[src/rtl/voice_mixer_if.sv]
// Codec/voice-side signal bundle for the three-voice mixer.
// slave = the mixer itself, master = the codec and voice sources driving it.
interface voice_mixer_if;
   logic               new_frame;
   logic               generate_next;
   logic               ready0;
   logic               ready1;
   logic               ready2;
   logic signed [15:0] sample0;
   logic signed [15:0] sample1;
   logic signed [15:0] sample2;
   logic [2:0]         mute;
   logic [1:0]         shift;
   logic signed [15:0] sample_out;
   logic               sample_out_valid;
   logic               busy;
   logic               timeout_pulse;
   logic               overrun;

   modport slave (
      input  new_frame, ready0, ready1, ready2, sample0, sample1, sample2, mute, shift,
      output generate_next, sample_out, sample_out_valid, busy, timeout_pulse, overrun
   );

   modport master (
      output new_frame, ready0, ready1, ready2, sample0, sample1, sample2, mute, shift,
      input  generate_next, sample_out, sample_out_valid, busy, timeout_pulse, overrun
   );
endinterface

[src/rtl/voice_mixer.sv]
// Three-voice mixer: per codec frame, requests one sample per voice, waits (bounded by
// TIMEOUT) for them, then sums unmuted voices, attenuates by shift and saturates to 16 bits.
module voice_mixer #(
   parameter int unsigned TIMEOUT = 255
) (
   input logic          clk,
   input logic          reset,
   voice_mixer_if.slave vif
);

   typedef enum logic [1:0] {S_IDLE, S_WAIT, S_SUM, S_OUT} state_e;

   localparam logic [7:0] TMO_LAST = 8'(TIMEOUT - 1);

   state_e             state_q, state_d;
   logic [2:0]         flag_q, flag_d;
   logic [2:0][15:0]   smp_q, smp_d;
   logic [7:0]         timer_q, timer_d;
   logic               gen_q, gen_d;
   logic               tmo_q, tmo_d;
   logic               ovr_q, ovr_d;
   logic signed [15:0] out_q, out_d;

   logic [2:0]         rdy;
   logic [2:0][15:0]   smp_in;
   logic               all_done;
   logic signed [17:0] sum_w, shifted_w;
   logic               busy_w, valid_w;

   assign rdy      = {vif.ready2, vif.ready1, vif.ready0};
   assign smp_in   = {vif.sample2, vif.sample1, vif.sample0};
   // Captures landing on this edge count toward completion.
   assign all_done = &(flag_q | rdy);

   always_ff @(posedge clk) begin
      if (!reset) begin
         state_q <= S_IDLE;
         flag_q  <= '0;
         smp_q   <= '0;
         timer_q <= '0;
         gen_q   <= 1'b0;
         tmo_q   <= 1'b0;
         ovr_q   <= 1'b0;
         out_q   <= '0;
      end else begin
         state_q <= state_d;
         flag_q  <= flag_d;
         smp_q   <= smp_d;
         timer_q <= timer_d;
         gen_q   <= gen_d;
         tmo_q   <= tmo_d;
         ovr_q   <= ovr_d;
         out_q   <= out_d;
      end
   end

   always_comb begin
      state_d = state_q;
      unique case (state_q)
         S_IDLE:  if (vif.new_frame) state_d = S_WAIT;
         S_WAIT:  if (all_done || timer_q == TMO_LAST) state_d = S_SUM;
         S_SUM:   state_d = S_OUT;
         S_OUT:   state_d = S_IDLE;
         default: state_d = S_IDLE;
      endcase
   end

   always_comb begin
      flag_d    = flag_q;
      smp_d     = smp_q;
      timer_d   = timer_q;
      gen_d     = 1'b0;
      tmo_d     = 1'b0;
      out_d     = out_q;
      ovr_d     = ovr_q | (vif.new_frame && state_q != S_IDLE);
      sum_w     = '0;
      shifted_w = '0;
      busy_w    = (state_q != S_IDLE);
      valid_w   = (state_q == S_OUT);

      unique case (state_q)
         S_IDLE: begin
            if (vif.new_frame) begin
               flag_d  = '0;
               smp_d   = '0;
               timer_d = '0;
               gen_d   = 1'b1;
            end
         end
         S_WAIT: begin
            for (int i = 0; i < 3; i++) begin
               if (rdy[i] && !flag_q[i]) begin
                  smp_d[i]  = smp_in[i];
                  flag_d[i] = 1'b1;
               end
            end
            timer_d = timer_q + 8'd1;
            tmo_d   = !all_done && (timer_q == TMO_LAST);
         end
         S_SUM: begin
            // Missing voices were cleared at frame start, so they add zero.
            for (int i = 0; i < 3; i++) begin
               if (!vif.mute[i]) sum_w = sum_w + $signed({{2{smp_q[i][15]}}, smp_q[i]});
            end
            shifted_w = sum_w >>> vif.shift;
            if (shifted_w > 18'sd32767)       out_d = 16'sh7FFF;
            else if (shifted_w < -18'sd32768) out_d = 16'sh8000;
            else                              out_d = shifted_w[15:0];
         end
         default: ;
      endcase
   end

   assign vif.generate_next    = gen_q;
   assign vif.timeout_pulse    = tmo_q;
   assign vif.overrun          = ovr_q;
   assign vif.sample_out       = out_q;
   assign vif.busy             = busy_w;
   assign vif.sample_out_valid = valid_w;

endmodule

[src/flat_wrapper.sv]
// flat-port wrapper written by rule: the top's interface ports become plain ports
module voice_mixer_flat 
#(
   parameter int unsigned TIMEOUT = 255
)
  (clk, reset, vif_new_frame, vif_ready0, vif_ready1, vif_ready2, vif_sample0, vif_sample1, vif_sample2, vif_mute, vif_shift, vif_generate_next, vif_sample_out, vif_sample_out_valid, vif_busy, vif_timeout_pulse, vif_overrun);
  voice_mixer_if vif_i ();
  input logic clk;
  input logic reset;
  input wire logic [$bits(vif_i.new_frame)-1:0] vif_new_frame;
  input wire logic [$bits(vif_i.ready0)-1:0] vif_ready0;
  input wire logic [$bits(vif_i.ready1)-1:0] vif_ready1;
  input wire logic [$bits(vif_i.ready2)-1:0] vif_ready2;
  input wire logic [$bits(vif_i.sample0)-1:0] vif_sample0;
  input wire logic [$bits(vif_i.sample1)-1:0] vif_sample1;
  input wire logic [$bits(vif_i.sample2)-1:0] vif_sample2;
  input wire logic [$bits(vif_i.mute)-1:0] vif_mute;
  input wire logic [$bits(vif_i.shift)-1:0] vif_shift;
  output wire logic [$bits(vif_i.generate_next)-1:0] vif_generate_next;
  output wire logic [$bits(vif_i.sample_out)-1:0] vif_sample_out;
  output wire logic [$bits(vif_i.sample_out_valid)-1:0] vif_sample_out_valid;
  output wire logic [$bits(vif_i.busy)-1:0] vif_busy;
  output wire logic [$bits(vif_i.timeout_pulse)-1:0] vif_timeout_pulse;
  output wire logic [$bits(vif_i.overrun)-1:0] vif_overrun;
  assign vif_i.new_frame = vif_new_frame;
  assign vif_i.ready0 = vif_ready0;
  assign vif_i.ready1 = vif_ready1;
  assign vif_i.ready2 = vif_ready2;
  assign vif_i.sample0 = vif_sample0;
  assign vif_i.sample1 = vif_sample1;
  assign vif_i.sample2 = vif_sample2;
  assign vif_i.mute = vif_mute;
  assign vif_i.shift = vif_shift;
  assign vif_generate_next = vif_i.generate_next;
  assign vif_sample_out = vif_i.sample_out;
  assign vif_sample_out_valid = vif_i.sample_out_valid;
  assign vif_busy = vif_i.busy;
  assign vif_timeout_pulse = vif_i.timeout_pulse;
  assign vif_overrun = vif_i.overrun;
  voice_mixer #(.TIMEOUT(TIMEOUT)) u_core (.clk(clk), .reset(reset), .vif(vif_i));
endmodule
[config.mk]
export PLATFORM = sky130hd
export DESIGN_NAME = voice_mixer_flat
export DESIGN_NICKNAME = d
export VERILOG_FILES = /design/src/rtl/voice_mixer_if.sv /design/src/rtl/voice_mixer.sv /design/src/flat_wrapper.sv
export SDC_FILE = /design/constraint.sdc
export NUM_CORES = 1
export LEC_CHECK = 0
export ABC_AREA = 1
export CAP_MARGIN = 5
export CORE_UTILIZATION = 57
export DETAILED_ROUTE_END_ITERATION = 10
export PLACE_DENSITY = 0.79
export SETUP_SLACK_MARGIN = 0.05
export SLEW_MARGIN = 20
export SYNTH_ARGS = -nofsm -noshare
export SYNTH_HDL_FRONTEND = slang
export SYNTH_SLANG_ARGS = --single-unit
[constraint.sdc]
create_clock -name clk -period 4.3 [get_ports clk]
set_input_delay 0.43 -clock clk [delete_from_list [all_inputs] [get_ports clk]]
set_output_delay 0.43 -clock clk [all_outputs]
set_load 0.01 [all_outputs]
Fig. 1: run 1, cells colored by class
Scale bar: 20 µm. Fill, decap, tap and diode cells in gray.
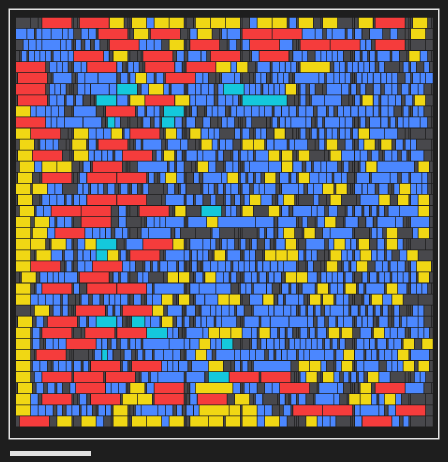
color	class	cells
red	sequential cells	80
cyan	clock drivers and dummy loads	16
yellow	remaining buffers and delay cells	194
blue	combinational and other logic	861
Core Box Area: 10300 µm²
Rows: 37
fin area: 8130 µm²
flop share of the area: 0.197

Fig. 2: run 1, met4 routing
Scale bar: 20 µm. Supply wires on this layer in gray.
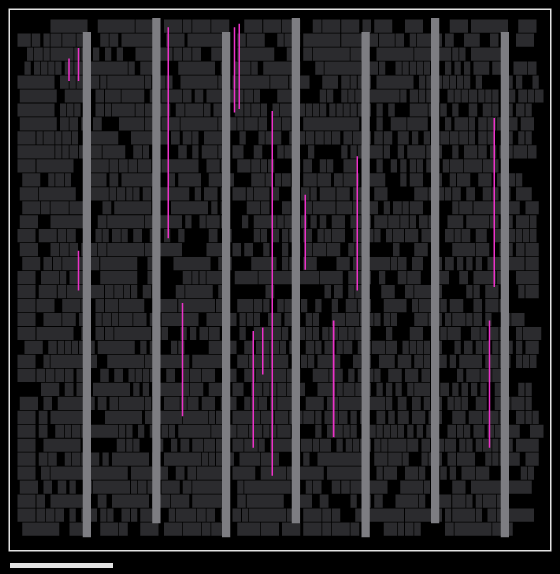
wire length on this layer	335 µm
share of all routed wire	1.9%
nets with wire on the layer	14
longest straight run	70.7 µm
main direction	vertical
DRT Wirelength: 17.7 mm
DR vias: 6895

Fig. 3: run 1, cell area per tile
11 x 11 tiles, from white (low) to dark blue (high), 0 to 100% covered.
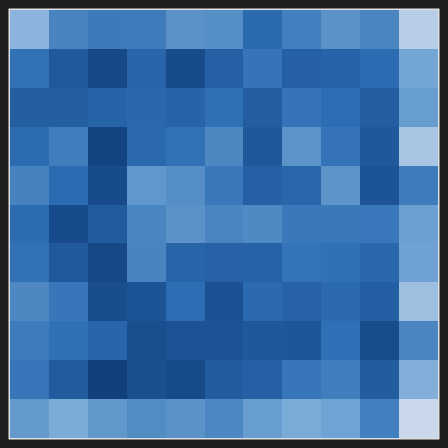
tiles over 75% full	48%
fullest tile	93%
mean over tiles	72%
fp_density: 0.587
final design utilization: 0.787

==> flow_metrics.tcl, run 1 <==
# metrics dict for downstream scripts
set metrics [dict create \
    dpl_cell_area_um2 7730 \
    overflow 0 \
    r2r_end "u_core.vif.sample_out[14]$_SDFFE_PN0P_" \
    gr-usage-met1 0.469 \
    hold_start "u_core.smp_q[5]$_SDFFE_PN0P_" \
    simple_gate_share 0.368 \
    cp-end-kind "flip-flop" \
    worstReg2RegStart "u_core.smp_q[0]$_SDFFE_PN0P_" \
    startpoint_type "input port" \
    critical_path_class "input port to flip-flop" \
    clkSinkCount 80 \
    grt_pass1_wl_mm 29.2 \
    ys_async_sr_fraction 0 \
    clk_pin_slew_ns 0.08 \
    dr.max_layer_used "met4" \
    fa_ha_area_frac 0.0829 \
    hold_violations 0 \
    drt-met1-wl_mm 8.52 \
    ant_nets 0 \
    yosysMostFrequentCell "nand2_1" \
    finalCriticalPeriod_ns 3.90 \
    finalClockPeriodUsage 0.908 \
    avgSynthCellArea_um2 6.20 \
    r2r_slack_ns 0.42 \
    aoi_share 0.167 \
    arrival_ns 4.15 \
    nNetsFinal 1244 \
    status "finished clean" \
    fin_tns_setup_ns 0 \
    diodes 0 \
    cts_resized 2 \
    syn2layout_area_growth_pct 34.0 \
    yosys_cells 978 \
    setup_ws_ns 0.396 \
    drive_gt1_frac 0.178 \
    setup_viol 0 \
    edf_count 0 \
]
==> run 1: sequential cells by signal (all words and copies together), names as in the netlist <==
register,count
u_core.vif.generate_next,1
u_core.timer_q,8
u_core.vif.timeout_pulse,1
u_core.flag_q,3
u_core.state_q,2
u_core.vif.sample_out,16
u_core.vif.overrun,1
u_core.smp_q,48
==> run 1: kinds of logic after synthesis <==
family | after synthesis
compound gates | 183
fa+ha+maj | 39
xor+xnor | 14
flops | 80
buf+inv | 152
simple gates | 510
==> run 1: worst register-to-register path, delay by kind of cell (launching register included) <==
kind	cells	cell delay (ns)
adders and majority gates	3	0.89
AOI/OAI and AO/OA	3	0.37
xor gates and xnor gates	1	0.19
and+or+nand+nor	18	1.61
buffers and inverters	4	0.37
DFF	1	0.33
==> run 1: area by class of cell <==
type                            instances  area [µm²]
Multi-Input combinational cell        747        4030
Inverter                              114         430
Clock buffer                           10         128
Clock inverter                          6        67.6
Fill cell                             838        2200
Timing Repair Buffer                  194        1700
Sequential cell                        80        1600
Tap cell                              136         170
==> run 1: power by group <==
part	internal, mW	switching, mW
Clock	0.271	0.285
Combinational	0.595	0.849
Sequential	0.871	0.0972
Total	1.74	1.23
==> run 1: placed cells by master, fill, tap and decap left out, types with 4 or more instances in the layout <==
cell	instances
nor3_1	9
xnor2_1	6
nand3_2	10
nand3b_1	5
ha_1	31
clkbuf_8	9
o21bai_1	4
dfxtp_1	80
buf_4	112
inv_1	104
nand3_1	105
a21oi_1	87
nor2_1	56
o21ai_0	49
nand2_2	10
nor2_2	12
a21oi_2	16
nand4_1	10
nand2_1	282
xor2_1	8
o21ai_1	9
clkdlybuf4s50_1	78
o22ai_1	5
clkinv_1	6
==> run 2, diff against run 1 <==
--- a/config.mk
+++ b/config.mk
@@ -7,6 +7,7 @@
 export LEC_CHECK = 0
 export ABC_AREA = 1
 export CAP_MARGIN = 5
+export CORE_ASPECT_RATIO = 1.75
 export CORE_UTILIZATION = 57
 export DETAILED_ROUTE_END_ITERATION = 10
 export PLACE_DENSITY = 0.79
==> run 2 against run 1 <==
Core utilization increased by 2.0 points. Largest cell class unchanged. Total power up 12%. Count of clock-buffer cells in the layout unchanged. Maximum frequency shrank 1.1%. Area after synthesis unchanged. Sequential share of layout area is 0.45 points lower.
==> flow_metrics.tcl, run 2 <==
# metrics dict for downstream scripts
set metrics [dict create \
    status "finished clean" \
    largest_cell_class "combinational gates" \
    nClkBuffers 10 \
    aoi_share 0.167 \
    register_area_um2 1600 \
    overflow 0 \
    layout_top_cells "nand2_1, buf_4, nand3_1" \
    drive_gt1_frac 0.191 \
    edf_count 0 \
    largest_reg_flops 48 \
    tap_cells 127 \
    hold_violations 0 \
    nNetsFinal 1259 \
    dpl_cell_area_um2 7840 \
    dr.max_layer_used "met4" \
    n_all_buffers 210 \
    seq_cell_count 80 \
    hold_start "u_core.smp_q[0]$_SDFFE_PN0P_" \
    cp-end-kind "flip-flop" \
    arrival_ns 4.18 \
    fa_ha_area_frac 0.0829 \
    drt-met1-wl_mm 7.02 \
    ys_async_sr_fraction 0 \
    simple_gate_share 0.368 \
    top_register "u_core.smp_q" \
    comb_share 0.483 \
    fillerInstances 794 \
    worstReg2RegStart "u_core.smp_q[4]$_SDFFE_PN0P_" \
]
## run 2: cell types whose count changed in the layout (fill, tap and decap cells not counted), moves of 2 or more
cell,before,now
nand2_1,282,278
diode_2,0,2
nor2_4,3,1
clkbuf_16,1,9
nor2_2,12,7
nor2_1,56,63
clkbuf_8,9,1
nand2_2,10,13
buf_4,112,129
## run 2: critical path, delay by kind of cell (launching register included)
kind,cells,cell delay [ns]
flip-flops,1,0.31
AND/OR/NAND/NOR,19,1.83
adder cells (fa/ha/maj),2,0.60
buffers and inverters,6,0.71
AND-OR/OR-AND,3,0.39
## run 2: routing by layer
metal	vias to the layer above	GRT usage
li1	3570	-
met1	3281	0.367
met2	272	0.731
met3	130	0.0931
met4	0	0.355
met5	-	0
## run 2: how the worst max path moves through the flow
| stage | from | to | depth (start not counted) |
|---|---|---|---|
| 2_1_floorplan | vif_mute[0] | u_core.vif.sample_out[0]$_SDFFE_PN0P_ | 27 |
| 3_3_place_gp | vif_mute[0] | u_core.vif.sample_out[11]$_SDFFE_PN0P_ | 30 |
| 3_5_place_dp | vif_mute[0] | u_core.vif.sample_out[12]$_SDFFE_PN0P_ | 29 |
| 4_1_cts | vif_mute[0] | u_core.vif.sample_out[12]$_SDFFE_PN0P_ | 31 |
| 5_1_grt | u_core.smp_q[4]$_SDFFE_PN0P_ | u_core.vif.sample_out[11]$_SDFFE_PN0P_ | 28 |
| 6_report | u_core.smp_q[4]$_SDFFE_PN0P_ | u_core.vif.sample_out[12]$_SDFFE_PN0P_ | 30 |
## run 2: power breakdown
part           internal [mW]  total, mW  switching, mW
clock                  0.474      0.825          0.351
sequential             0.872      0.973          0.100
combinational          0.618       1.53          0.913
## run 2: repair_timing
action | in CTS | in global routing
pin swaps | 2 | 3
endpoints found under the setup margin | 15 | 16
setup buffers | 0 | 1
resized | 13 | 29
Fig. 4: run 2, met4 routing
Scale bar: 20 µm. Supply wires on this layer in gray.
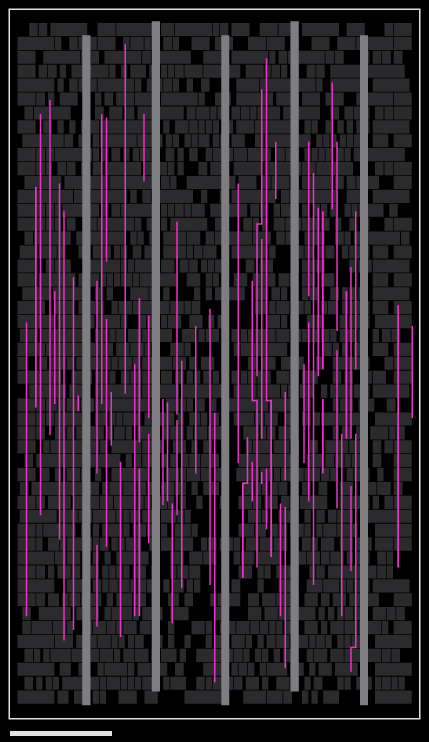
wire length on this layer	2270 µm
share of all routed wire	11%
DR vias: 7253
DRT Wirelength: 21.5 mm

Fig. 5: run 2, cell area per tile
8 x 14 tiles, from white (low) to dark blue (high), 0 to 100% covered.
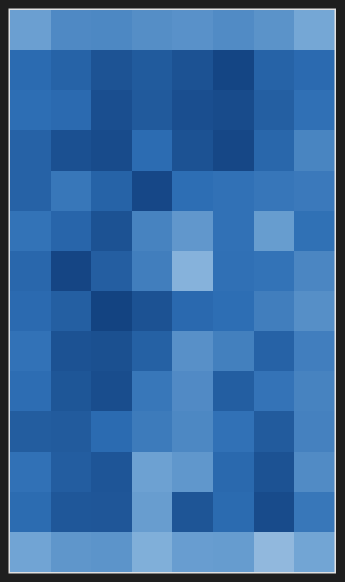
tiles over 75% full	51%
fullest tile	92%
mean over tiles	74%
fp_density: 0.589
final design utilization: 0.807
Core Box Area: 10300 µm²

Fig. 6: run 2, cells colored by class
Scale bar: 20 µm. Fill, decap, tap and diode cells in gray.
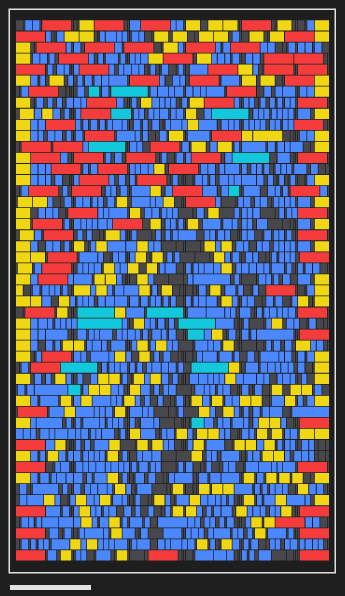
color	class	cells
red	sequential cells	80
cyan	clock drivers and dummy loads	16
blue	combinational and other logic	860
yellow	remaining buffers and delay cells	210
fin area: 8310 µm²
flop share of the area: 0.193
Rows: 49

Power is estimated from default activity; no workload was simulated.
